clock_wires.png
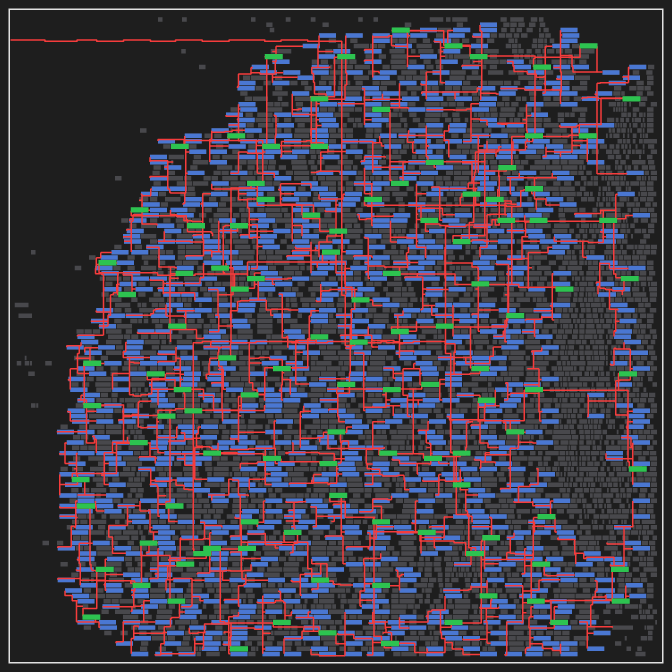
pinout.png
Pins as bars across the die edge, other pins in gray.
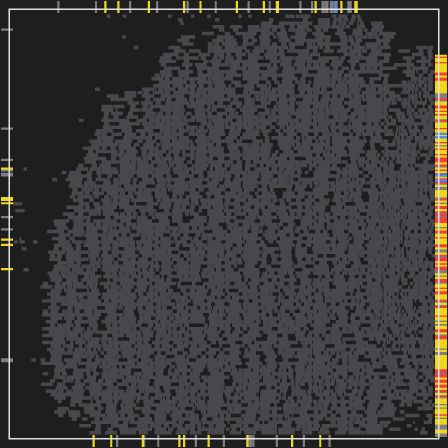
clock_nets.png
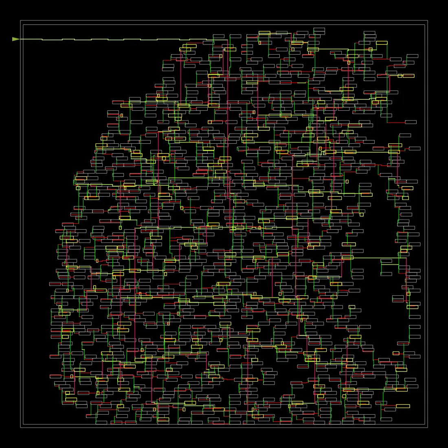
[src/rtl/id_stage_params.sv]
// Shared types and constants for the MIPS decode stage: bus layouts,
// one-hot ALU operation indices and the opcode/funct encodings it decodes.
package id_stage_params;

  localparam int DATA_WIDTH     = 32;
  localparam int REG_ADDR_WIDTH = 5;
  localparam int ALU_OP_WIDTH   = 12;

  // Bit positions inside the one-hot alu_op vector.
  localparam int ALU_ADD  = 0;
  localparam int ALU_SUB  = 1;
  localparam int ALU_SLT  = 2;
  localparam int ALU_SLTU = 3;
  localparam int ALU_AND  = 4;
  localparam int ALU_NOR  = 5;
  localparam int ALU_OR   = 6;
  localparam int ALU_XOR  = 7;
  localparam int ALU_SLL  = 8;
  localparam int ALU_SRL  = 9;
  localparam int ALU_SRA  = 10;
  localparam int ALU_LUI  = 11;

  // Primary opcodes.
  localparam logic [5:0] OP_SPECIAL = 6'h00;
  localparam logic [5:0] OP_JAL     = 6'h03;
  localparam logic [5:0] OP_BEQ     = 6'h04;
  localparam logic [5:0] OP_BNE     = 6'h05;
  localparam logic [5:0] OP_ADDIU   = 6'h09;
  localparam logic [5:0] OP_LUI     = 6'h0f;
  localparam logic [5:0] OP_LW      = 6'h23;
  localparam logic [5:0] OP_SW      = 6'h2b;

  // SPECIAL funct codes.
  localparam logic [5:0] FN_SLL  = 6'h00;
  localparam logic [5:0] FN_SRL  = 6'h02;
  localparam logic [5:0] FN_SRA  = 6'h03;
  localparam logic [5:0] FN_JR   = 6'h08;
  localparam logic [5:0] FN_ADDU = 6'h21;
  localparam logic [5:0] FN_SUBU = 6'h23;
  localparam logic [5:0] FN_AND  = 6'h24;
  localparam logic [5:0] FN_OR   = 6'h25;
  localparam logic [5:0] FN_XOR  = 6'h26;
  localparam logic [5:0] FN_NOR  = 6'h27;
  localparam logic [5:0] FN_SLT  = 6'h2a;
  localparam logic [5:0] FN_SLTU = 6'h2b;

  // jal links into $31.
  localparam logic [REG_ADDR_WIDTH-1:0] RA_REG = 5'd31;

  typedef struct packed {
    logic                  valid;
    logic [DATA_WIDTH-1:0] program_count;
    logic [DATA_WIDTH-1:0] instruction;
  } IFToIDInstructionBusData;

  typedef struct packed {
    logic                  taken;
    logic [DATA_WIDTH-1:0] target;
  } IDToIFBranchBusData;

  typedef struct packed {
    logic                      valid;
    logic [DATA_WIDTH-1:0]     pc;
    logic [ALU_OP_WIDTH-1:0]   alu_op;
    logic                      src1_is_sa;
    logic                      src1_is_pc;
    logic                      src2_is_imm;
    logic                      src2_is_zext;
    logic                      src2_is_8;
    logic                      res_from_mem;
    logic                      gr_we;
    logic                      mem_we;
    logic [REG_ADDR_WIDTH-1:0] dest;
    logic [DATA_WIDTH-1:0]     rs_value;
    logic [DATA_WIDTH-1:0]     rt_value;
    logic [15:0]               imm;
  } IDToEXEDecodeBusData;

  typedef struct packed {
    logic                      write_enable;
    logic [REG_ADDR_WIDTH-1:0] write_address;
    logic [DATA_WIDTH-1:0]     write_data;
  } WBToRFBusData;

  localparam int IF_TO_ID_BUS_WIDTH  = $bits(IFToIDInstructionBusData);
  localparam int ID_TO_IF_BUS_WIDTH  = $bits(IDToIFBranchBusData);
  localparam int ID_TO_EXE_BUS_WIDTH = $bits(IDToEXEDecodeBusData);
  localparam int WB_TO_RF_BUS_WIDTH  = $bits(WBToRFBusData);

  // True when a used, nonzero source register is still owed by EXE, MEM or WB.
  function automatic logic raw_hit(input logic [REG_ADDR_WIDTH-1:0] src,
                                   input logic [REG_ADDR_WIDTH-1:0] exe_d,
                                   input logic [REG_ADDR_WIDTH-1:0] mem_d,
                                   input logic [REG_ADDR_WIDTH-1:0] wb_d);
    return (src != '0) && ((src == exe_d) || (src == mem_d) || (src == wb_d));
  endfunction

endpackage

[src/rtl/regfile.sv]
// General-purpose register file: 32 x 32-bit, two combinational read ports,
// one write port committed on the rising clock edge. $0 is hardwired to zero.
module regfile
  import id_stage_params::*;
(
  input  logic                      clock,
  input  logic                      reset,
  input  logic [REG_ADDR_WIDTH-1:0] raddr1,
  output logic [DATA_WIDTH-1:0]     rdata1,
  input  logic [REG_ADDR_WIDTH-1:0] raddr2,
  output logic [DATA_WIDTH-1:0]     rdata2,
  input  logic                      we,
  input  logic [REG_ADDR_WIDTH-1:0] waddr,
  input  logic [DATA_WIDTH-1:0]     wdata
);

  localparam int NUM_REGS = 1 << REG_ADDR_WIDTH;

  logic [DATA_WIDTH-1:0] rf_q [NUM_REGS];
  logic [DATA_WIDTH-1:0] rf_d [NUM_REGS];

  // Next register contents: only the addressed entry changes, and never $0.
  always_comb begin
    // NOTE: the full default assignment up front means no path leaves rf_d unassigned, so no latch is inferred.
    rf_d = rf_q;
    if (we && (waddr != '0)) begin
      rf_d[waddr] = wdata;
    end
  end

  // Register storage with asynchronous clear of every entry.
  always_ff @(posedge clock or negedge reset) begin
    if (!reset) begin
      // NOTE: this array is built from flops, not a RAM macro, which is what allows every entry to be reset.
      for (int i = 0; i < NUM_REGS; i++) begin
        rf_q[i] <= '0;
      end
    end else begin
      // NOTE: non-blocking assignments so every flop samples pre-edge values regardless of statement order.
      rf_q <= rf_d;
    end
  end

  // Reads return the value before any same-cycle write; $0 reads zero.
  assign rdata1 = (raddr1 == '0) ? '0 : rf_q[raddr1];
  assign rdata2 = (raddr2 == '0) ? '0 : rf_q[raddr2];

endmodule

[src/rtl/id_stage.sv]
// Decode stage of the 5-stage MIPS pipeline: IF->ID latch, instruction
// decoder, RAW interlock (no forwarding), branch unit and register file.
module id_stage
  import id_stage_params::*;
(
  input  logic                           clock,
  input  logic                           reset,
  input  logic [IF_TO_ID_BUS_WIDTH-1:0]  if_to_id_instruction_bus,
  output logic                           id_allow_in,
  output logic [ID_TO_IF_BUS_WIDTH-1:0]  id_to_if_branch_bus,
  input  logic                           exe_allow_in,
  output logic [ID_TO_EXE_BUS_WIDTH-1:0] id_to_exe_decode_bus,
  input  logic [REG_ADDR_WIDTH-1:0]      exe_dest,
  input  logic [REG_ADDR_WIDTH-1:0]      mem_dest,
  input  logic [REG_ADDR_WIDTH-1:0]      wb_dest,
  input  logic [WB_TO_RF_BUS_WIDTH-1:0]  wb_to_rf_bus
);

  IFToIDInstructionBusData if_bus;
  WBToRFBusData            wb_bus;
  IDToIFBranchBusData      br_bus;
  IDToEXEDecodeBusData     dec_bus;

  assign if_bus = if_to_id_instruction_bus;
  assign wb_bus = wb_to_rf_bus;

  // Pipeline latch state.
  logic                  id_valid_q, id_valid_d;
  logic [DATA_WIDTH-1:0] pc_q, pc_d;
  logic [DATA_WIDTH-1:0] instr_q, instr_d;
  logic                  id_ready_go;

  // Instruction fields.
  logic [5:0]                opcode, funct;
  logic [REG_ADDR_WIDTH-1:0] rs, rt, rd;
  logic [15:0]               imm;
  logic [25:0]               instr_index;

  assign opcode      = instr_q[31:26];
  assign rs          = instr_q[25:21];
  assign rt          = instr_q[20:16];
  assign rd          = instr_q[15:11];
  assign funct       = instr_q[5:0];
  assign imm         = instr_q[15:0];
  assign instr_index = instr_q[25:0];

  // Per-instruction decode strobes; anything unmatched falls through as a NOP.
  logic op_special;
  logic inst_addu, inst_subu, inst_slt, inst_sltu, inst_and, inst_or, inst_xor, inst_nor;
  logic inst_sll, inst_srl, inst_sra, inst_jr;
  logic inst_addiu, inst_lui, inst_lw, inst_sw, inst_beq, inst_bne, inst_jal;
  logic inst_r_alu, inst_shift, rs_used, rt_used;

  assign op_special = (opcode == OP_SPECIAL);
  assign inst_addu  = op_special && (funct == FN_ADDU);
  assign inst_subu  = op_special && (funct == FN_SUBU);
  assign inst_slt   = op_special && (funct == FN_SLT);
  assign inst_sltu  = op_special && (funct == FN_SLTU);
  assign inst_and   = op_special && (funct == FN_AND);
  assign inst_or    = op_special && (funct == FN_OR);
  assign inst_xor   = op_special && (funct == FN_XOR);
  assign inst_nor   = op_special && (funct == FN_NOR);
  assign inst_sll   = op_special && (funct == FN_SLL);
  assign inst_srl   = op_special && (funct == FN_SRL);
  assign inst_sra   = op_special && (funct == FN_SRA);
  assign inst_jr    = op_special && (funct == FN_JR);
  assign inst_addiu = (opcode == OP_ADDIU);
  assign inst_lui   = (opcode == OP_LUI);
  assign inst_lw    = (opcode == OP_LW);
  assign inst_sw    = (opcode == OP_SW);
  assign inst_beq   = (opcode == OP_BEQ);
  assign inst_bne   = (opcode == OP_BNE);
  assign inst_jal   = (opcode == OP_JAL);

  assign inst_shift = inst_sll || inst_srl || inst_sra;
  assign inst_r_alu = inst_addu || inst_subu || inst_slt || inst_sltu || inst_and ||
                      inst_or || inst_xor || inst_nor || inst_shift;

  // Shifts take their first operand from sa, so rs is only a real source elsewhere.
  assign rs_used = (inst_r_alu && !inst_shift) || inst_jr || inst_addiu || inst_lw ||
                   inst_sw || inst_beq || inst_bne;
  assign rt_used = inst_r_alu || inst_jr || inst_beq || inst_bne || inst_sw;

  // Operand read.
  logic [DATA_WIDTH-1:0] rs_value, rt_value;

  regfile u_regfile (
    .clock  (clock),
    .reset  (reset),
    .raddr1 (rs),
    .rdata1 (rs_value),
    .raddr2 (rt),
    .rdata2 (rt_value),
    .we     (wb_bus.write_enable),
    .waddr  (wb_bus.write_address),
    .wdata  (wb_bus.write_data)
  );

  // RAW interlock: hold in ID until no downstream stage still owes a used source.
  assign id_ready_go = !(rs_used && raw_hit(rs, exe_dest, mem_dest, wb_dest)) &&
                       !(rt_used && raw_hit(rt, exe_dest, mem_dest, wb_dest));

  assign id_allow_in = !id_valid_q || (id_ready_go && exe_allow_in);

  // Latch next: accept a new slot when allowed, capture payload only for valid inputs.
  always_comb begin
    id_valid_d = id_valid_q;
    pc_d       = pc_q;
    instr_d    = instr_q;
    if (id_allow_in) begin
      id_valid_d = if_bus.valid;
    end
    if (id_allow_in && if_bus.valid) begin
      pc_d    = if_bus.program_count;
      instr_d = if_bus.instruction;
    end
  end

  // IF->ID pipeline register.
  always_ff @(posedge clock or negedge reset) begin
    if (!reset) begin
      id_valid_q <= 1'b0;
      pc_q       <= '0;
      instr_q    <= '0;
    end else begin
      id_valid_q <= id_valid_d;
      pc_q       <= pc_d;
      instr_q    <= instr_d;
    end
  end

  // Branch unit: condition and target resolved from the held operands.
  logic [DATA_WIDTH-1:0] pc_plus4, br_offset;

  assign pc_plus4  = pc_q + 32'd4;
  assign br_offset = {{14{imm[15]}}, imm, 2'b00};

  always_comb begin
    br_bus.taken = id_valid_q && id_ready_go &&
                   ((inst_beq && (rs_value == rt_value)) ||
                    (inst_bne && (rs_value != rt_value)) ||
                    inst_jal || inst_jr);
    if (inst_jr) begin
      br_bus.target = rs_value;
    end else if (inst_jal) begin
      br_bus.target = {pc_plus4[31:28], instr_index, 2'b00};
    end else begin
      br_bus.target = pc_plus4 + br_offset;
    end
  end

  // Decode bus to EXE: one-hot ALU op, operand selects and destination.
  always_comb begin
    dec_bus              = '0;
    dec_bus.valid        = id_valid_q && id_ready_go;
    dec_bus.pc           = pc_q;
    dec_bus.alu_op[ALU_ADD]  = inst_addu || inst_addiu || inst_lw || inst_sw || inst_jal;
    dec_bus.alu_op[ALU_SUB]  = inst_subu;
    dec_bus.alu_op[ALU_SLT]  = inst_slt;
    dec_bus.alu_op[ALU_SLTU] = inst_sltu;
    dec_bus.alu_op[ALU_AND]  = inst_and;
    dec_bus.alu_op[ALU_NOR]  = inst_nor;
    dec_bus.alu_op[ALU_OR]   = inst_or;
    dec_bus.alu_op[ALU_XOR]  = inst_xor;
    dec_bus.alu_op[ALU_SLL]  = inst_sll;
    dec_bus.alu_op[ALU_SRL]  = inst_srl;
    dec_bus.alu_op[ALU_SRA]  = inst_sra;
    dec_bus.alu_op[ALU_LUI]  = inst_lui;
    dec_bus.src1_is_sa   = inst_shift;
    dec_bus.src1_is_pc   = inst_jal;
    dec_bus.src2_is_imm  = inst_addiu || inst_lui || inst_lw || inst_sw;
    dec_bus.src2_is_zext = 1'b0;
    dec_bus.src2_is_8    = inst_jal;
    dec_bus.res_from_mem = inst_lw;
    dec_bus.gr_we        = inst_r_alu || inst_addiu || inst_lui || inst_lw || inst_jal;
    dec_bus.mem_we       = inst_sw;
    if (inst_jal) begin
      dec_bus.dest = RA_REG;
    end else if (inst_r_alu) begin
      dec_bus.dest = rd;
    end else if (inst_addiu || inst_lui || inst_lw) begin
      dec_bus.dest = rt;
    end
    dec_bus.rs_value     = rs_value;
    dec_bus.rt_value     = rt_value;
    dec_bus.imm          = imm;
  end

  assign id_to_if_branch_bus  = br_bus;
  assign id_to_exe_decode_bus = dec_bus;

endmodule
[config.mk]
export PLATFORM = sky130hd
export DESIGN_NAME = id_stage
export DESIGN_NICKNAME = d
export VERILOG_FILES = /design/src/rtl/id_stage_params.sv /design/src/rtl/regfile.sv /design/src/rtl/id_stage.sv
export SDC_FILE = /design/constraint.sdc
export NUM_CORES = 2
export LEC_CHECK = 0
export CORE_MARGIN = 2
export CORE_UTILIZATION = 55
export DETAILED_ROUTE_END_ITERATION = 10
export GPL_ROUTABILITY_DRIVEN = 0
export PLACE_DENSITY = 0.79
export SYNTH_ARGS = -nofsm -noshare
export SYNTH_HDL_FRONTEND = slang
export SYNTH_SLANG_ARGS = --single-unit
[constraint.sdc]
create_clock -name clock -period 5 [get_ports clock]
set_input_delay 1.25 -clock clock [delete_from_list [all_inputs] [get_ports clock]]
set_output_delay 1.25 -clock clock [all_outputs]
set_load 0.03 [all_outputs]
==> impl_metrics.toml <==
# flow metrics
[sta]
period_utilisation_layout_pct = 120.2
maxSlewHeadroom_pct = 16.92
timing.final.ws_setup_ns = -1.012
finalSetupViolations = 22

[yosys]
synth-edff-count = 0
synth.area.mux_share_pct = 43.36
syn-num-nets = 4243
async_flop_share_pct = 100.0
top_cells_by_area = "sky130_fd_sc_hd__dfrtp_1, sky130_fd_sc_hd__mux4_2, sky130_fd_sc_hd__mux2_2"
post-synth-top-count-cell = "sky130_fd_sc_hd__mux2_2"
adder_cell_share_of_the_synthesized_area_pct = 0.6546
post_synth_and_or_nand_nor_area_fraction_pct = 2.370
yosys_warnings = 0
synth_area_per_cell_sq_um = 14.76
synthXorXnorAreaFrac_pct = 1.581

[cells_and_area]
area.growth.synth_to_final_pct = 20.24
number_of_sequential_storage_elements = 1089
layout.comb_gates.multi_input = 2481
layout.core_utilization_pct = 66.71
most-common-layout-cells = "sky130_fd_sc_hd__mux2_2, sky130_fd_sc_hd__dfrtp_1, sky130_fd_sc_hd__mux4_2"
design.final.nets = 4656
clkCellAreaFrac_pct = 5.548
seqAreaFraction_pct = 37.58
comb_area_share_pct = 43.66

[power_and_ir_drop]
top_power_group = "combinational logic"
switchingPower_mw = 11.51
p_leak_nw = 31.63
sw_frac_of_total_pct = 33.65

[placement]
placement.setup.worst_slack_ns = -0.4249
hpwlAfterDp_mm = 122.7
placedInstanceArea_sq_um = 67430

[worst_setup_path]
timing.setup.critical_path_class = "reg2out"
reg2reg_setup_slack_ns = 1.37
worstPathCellList = "ha_4, and4_1, nand4_1, buf_6, nor3_4, nand4_1, buf_4, buf_4, nor2_1, xnor2_1, ha_1, nand2_2, o21ai_1, nand3_1, nand2_1, o31ai_2, a21boi_1, o31a_1, o31ai_4, buf_6"
worst-path-stages = 20

[floorplan]
placement_rows = 121
tap-cell-count = 1414
die_w_um = 335.4

[clock_network]
post_cts_resized = 127
post_cts_setup_repair_buffer_count = 24
cts_tree = "built"
cts.root.buffer_cell = "sky130_fd_sc_hd__clkbuf_16"
cts_num_sinks = 1089

[hold_path]
min_path_type = "reg2reg"
hold_path_origin = "u_regfile.rf_q[1006]"

[global_route]
via_count_of_the_first_global_routing_pass = 43451
grt.met2_usage_pct = 52.99
grt_pass1_wl_mm = 287.6

[status]
failed_checks = "setup timing"
run_status = "complete, but fails checks"

[detailed_routing]
met2_wirelength_mm = 89.51
drt-total-wl_mm = 195.3
Back to the opening pictures, clock_wires.png:
[blue] flip-flops | count: 1089
[green] clock-net drivers | count: 113
[red] clock wires | length: 13600 um
flops lie: spread over the die
routed clock nets: 114

Back to the opening pictures, pinout.png:
[blue] mem_dest | pins: 5 | direction: input | edge: 4 right, 1 top
[red] if_to_id_instruction_bus | pins: 65 | direction: input | edge: right
[yellow] id_to_exe_decode_bus | pins: 138 | direction: output | edge: 109 right, 13 top, 9 bottom, 7 left
all pins by edge: 220 right, 35 top, 21 bottom, 17 left
height of the die: 335.4 um
number of input and output port buffers inserted: 291

Back to the opening pictures, clock_nets.png:
# clk buffers: 155
later-pin clock latency in the skew report: 0.73 ns
Clock group: 9.15 mW
number of buffers inserted during clock tree synthesis: 113

No activity file was given, so power comes from the tool's default toggle rates.
